File: config.mk
export PLATFORM = sky130hd
export DESIGN_NAME = stack_mips_ctrl
export DESIGN_NICKNAME = d
export VERILOG_FILES = /design/src/rtl/stack_mips_pkg.sv /design/src/rtl/stack_mips_ctrl.sv
export SDC_FILE = /design/constraint.sdc
export NUM_CORES = 1
export LEC_CHECK = 0
export ABC_CLOCK_PERIOD_IN_PS = 1700
export CORE_AREA = 2 2 39 41
export CTS_CLUSTER_SIZE = 25
export DETAILED_ROUTE_END_ITERATION = 8
export DIE_AREA = 0 0 41 43
export PLACE_DENSITY = 0.71
export REMOVE_ABC_BUFFERS = 1
export SLEW_MARGIN = 0
export SYNTH_ARGS = -nofsm -noshare
export SYNTH_HDL_FRONTEND = slang
export SYNTH_SLANG_ARGS = --single-unit
File: constraint.sdc
create_clock -name clk -period 1.7 [get_ports clk]
set_input_delay 0.17 -clock clk [delete_from_list [all_inputs] [get_ports clk]]
set_output_delay 0.17 -clock clk [all_outputs]
set_load 0.1 [all_outputs]
File: src/rtl/stack_mips_pkg.sv
// Encodings shared by the stack-MIPS control unit and its users:
// opcodes, ALU operations and the 4-bit FSM state encoding.
package stack_mips_pkg;

  localparam logic [2:0] OP_ADD  = 3'b000;
  localparam logic [2:0] OP_SUB  = 3'b001;
  localparam logic [2:0] OP_AND  = 3'b010;
  localparam logic [2:0] OP_NOT  = 3'b011;
  localparam logic [2:0] OP_PUSH = 3'b100;
  localparam logic [2:0] OP_POP  = 3'b101;
  localparam logic [2:0] OP_JMP  = 3'b110;
  localparam logic [2:0] OP_JZ   = 3'b111;

  localparam logic [1:0] ALU_ADD = 2'b00;
  localparam logic [1:0] ALU_SUB = 2'b01;
  localparam logic [1:0] ALU_AND = 2'b10;
  localparam logic [1:0] ALU_NOT = 2'b11;

  typedef enum logic [3:0] {
    S_IF    = 4'd0,
    S_ID    = 4'd1,
    S_POPA  = 4'd2,
    S_POPB  = 4'd3,
    S_EXE   = 4'd4,
    S_PUSHR = 4'd5,
    S_MRD   = 4'd6,
    S_PUSHM = 4'd7,
    S_MWR   = 4'd8,
    S_JMP   = 4'd9,
    S_JZ    = 4'd10
  } state_e;

  // ALU opcodes mirror the low opcode bits of the ALU instructions.
  function automatic logic [1:0] alu_of(input logic [2:0] op);
    unique case (op[1:0])
      2'b00:   alu_of = ALU_ADD;
      2'b01:   alu_of = ALU_SUB;
      2'b10:   alu_of = ALU_AND;
      default: alu_of = ALU_NOT;
    endcase
  endfunction

endpackage

File: src/rtl/stack_mips_ctrl.sv
// Multi-cycle Moore control FSM for the 8-bit stack MIPS datapath.
// In: clk, rst (sync, high), opc. Out: datapath strobes, ALUop, ifetch.
module stack_mips_ctrl
  import stack_mips_pkg::*;
(
  input  logic       clk,
  input  logic       rst,
  input  logic [2:0] opc,
  output logic       pcwrite,
  output logic       pcwritecond,
  output logic       pcsrc,
  output logic       PorI,
  output logic       memread,
  output logic       memwrite,
  output logic       IRwrite,
  output logic       MtoS,
  output logic       ldA,
  output logic       ldB,
  output logic       srcA,
  output logic       srcB,
  output logic       push,
  output logic       pop,
  output logic       tos,
  output logic [1:0] ALUop,
  output logic       ifetch
);

  state_e state_q;
  state_e state_d;

  always_ff @(posedge clk) begin
    if (rst) state_q <= S_IF;
    else     state_q <= state_d;
  end

  always_comb begin
    state_d = S_IF;
    case (state_q)
      S_IF: state_d = S_ID;
      S_ID: begin
        unique case (1'b1)
          (opc == OP_PUSH): state_d = S_MRD;
          (opc == OP_JMP):  state_d = S_JMP;
          (opc == OP_JZ):   state_d = S_JZ;
          default:          state_d = S_POPA;
        endcase
      end
      S_POPA: begin
        unique case (1'b1)
          (opc == OP_NOT): state_d = S_EXE;
          (opc == OP_POP): state_d = S_MWR;
          default:         state_d = S_POPB;
        endcase
      end
      S_POPB:  state_d = S_EXE;
      S_EXE:   state_d = S_PUSHR;
      S_MRD:   state_d = S_PUSHM;
      default: state_d = S_IF;
    endcase
  end

  // Outputs decode the current state; rst gates them so no
  // stack, memory or PC side effect happens in a reset cycle.
  always_comb begin
    pcwrite     = 1'b0;
    pcwritecond = 1'b0;
    pcsrc       = 1'b0;
    PorI        = 1'b0;
    memread     = 1'b0;
    memwrite    = 1'b0;
    IRwrite     = 1'b0;
    MtoS        = 1'b0;
    ldA         = 1'b0;
    ldB         = 1'b0;
    srcA        = 1'b0;
    srcB        = 1'b0;
    push        = 1'b0;
    pop         = 1'b0;
    tos         = 1'b0;
    ALUop       = ALU_ADD;
    ifetch      = 1'b0;
    if (!rst) begin
      case (state_q)
        S_IF: begin
          memread = 1'b1;
          IRwrite = 1'b1;
          srcA    = 1'b1;
          srcB    = 1'b1;
          pcwrite = 1'b1;
          ifetch  = 1'b1;
        end
        S_POPA: begin
          tos = 1'b1;
          ldA = 1'b1;
          pop = 1'b1;
        end
        S_POPB: begin
          tos = 1'b1;
          ldB = 1'b1;
          pop = 1'b1;
        end
        S_EXE:   ALUop = alu_of(opc);
        S_PUSHR: push = 1'b1;
        S_MRD: begin
          PorI    = 1'b1;
          memread = 1'b1;
        end
        S_PUSHM: begin
          MtoS = 1'b1;
          push = 1'b1;
        end
        S_MWR: begin
          PorI     = 1'b1;
          memwrite = 1'b1;
        end
        S_JMP: begin
          pcsrc   = 1'b1;
          pcwrite = 1'b1;
        end
        S_JZ: begin
          tos         = 1'b1;
          pcsrc       = 1'b1;
          pcwritecond = 1'b1;
        end
        default: ;
      endcase
    end
  end

endmodule

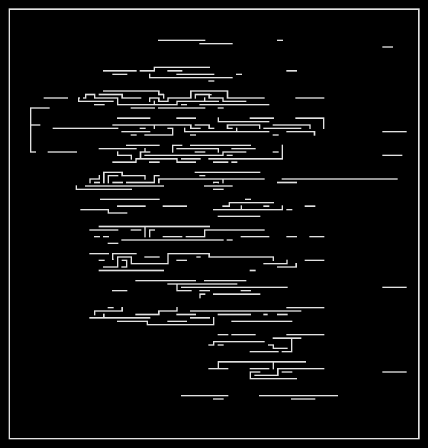
Fig. 1. M1 wires.
85 nets have wire on it. The layer holds 41% of the routed length. The layer carries 603 µm of wire.

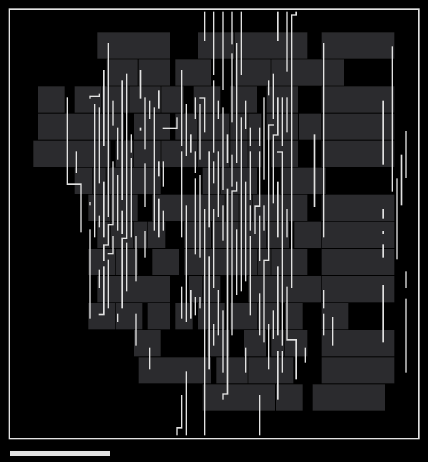
Fig. 2. Metal 2.
Scale bar: 10 µm. Cells faint in the background.
The longest straight run is 27.4 µm. The wires run mostly vertical. 87 nets have wire on it.

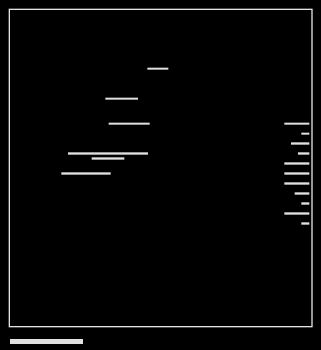
Fig. 3. Metal 3.
Scale bar: 10 µm.
The wires run mostly horizontal. 16 nets have wire on it. The layer carries 56.3 µm of wire. The longest straight run is 10.6 µm. The layer holds 3.8% of the routed length.
total number of vias: 597
met3 Resource Use GR: 6.28%
Total Wirelength: 1470 µm

==> flow_metrics.tcl <==
# yosys + openroad results
set metrics [dict create \
    grt-busiest-layer "met2" \
    most_frequently_placed_logic_cells_in_the_final_layout "18 x buf_12, 11 x buf_4, 6 x nand2_1" \
    net_switching_power_w 0.000409 \
    final_nets 100 \
    detail_route.drc_violations 0 \
    critPathCapture "memwrite" \
    n_fill_cell 104 \
    largest_register_ffs 4 \
    global_route_wire_length_before_repair_um 2330 \
    non_clock_buffers_area_share_pct 49.7 \
    ys_chip_area_um2 464 \
    powerDensity_nw_per_um2 822 \
    crit_path_start_kind "flop" \
    synth_flop_count 4 \
    unrepaired_setup_endpoints_after_global_routing "no" \
    grt_overflow_total 0 \
    tritoncts_clock_tree "built" \
    num_sequential 4 \
    slowest_stage "dfxtp_1" \
    cts_root_buf "clkbuf_4" \
    crit_type "flop to output port" \
    worst_hold_slack_ps 622 \
    status "finished, final reports clean" \
    multiInputCombCellCount 52 \
    synth.avg_cell_area_um2 7.03 \
    dpl-instance-area_um2 917 \
    comb_area_share_pct 36.8 \
    levels_on_crit_path 4 \
    timing.final.ws_setup_ps 84.9 \
    floorplan.die_area_um2 1760 \
    synthesis.instances 66 \
    timing_worst_slew_pin_value_ps 404 \
    inv_count 1 \
    lay_top_count "buf_12" \
    postSynth.asyncResetShare_pct 0 \
    power.combinational.total_w 0.000549 \
    drt_pass1_iterations 4 \
]
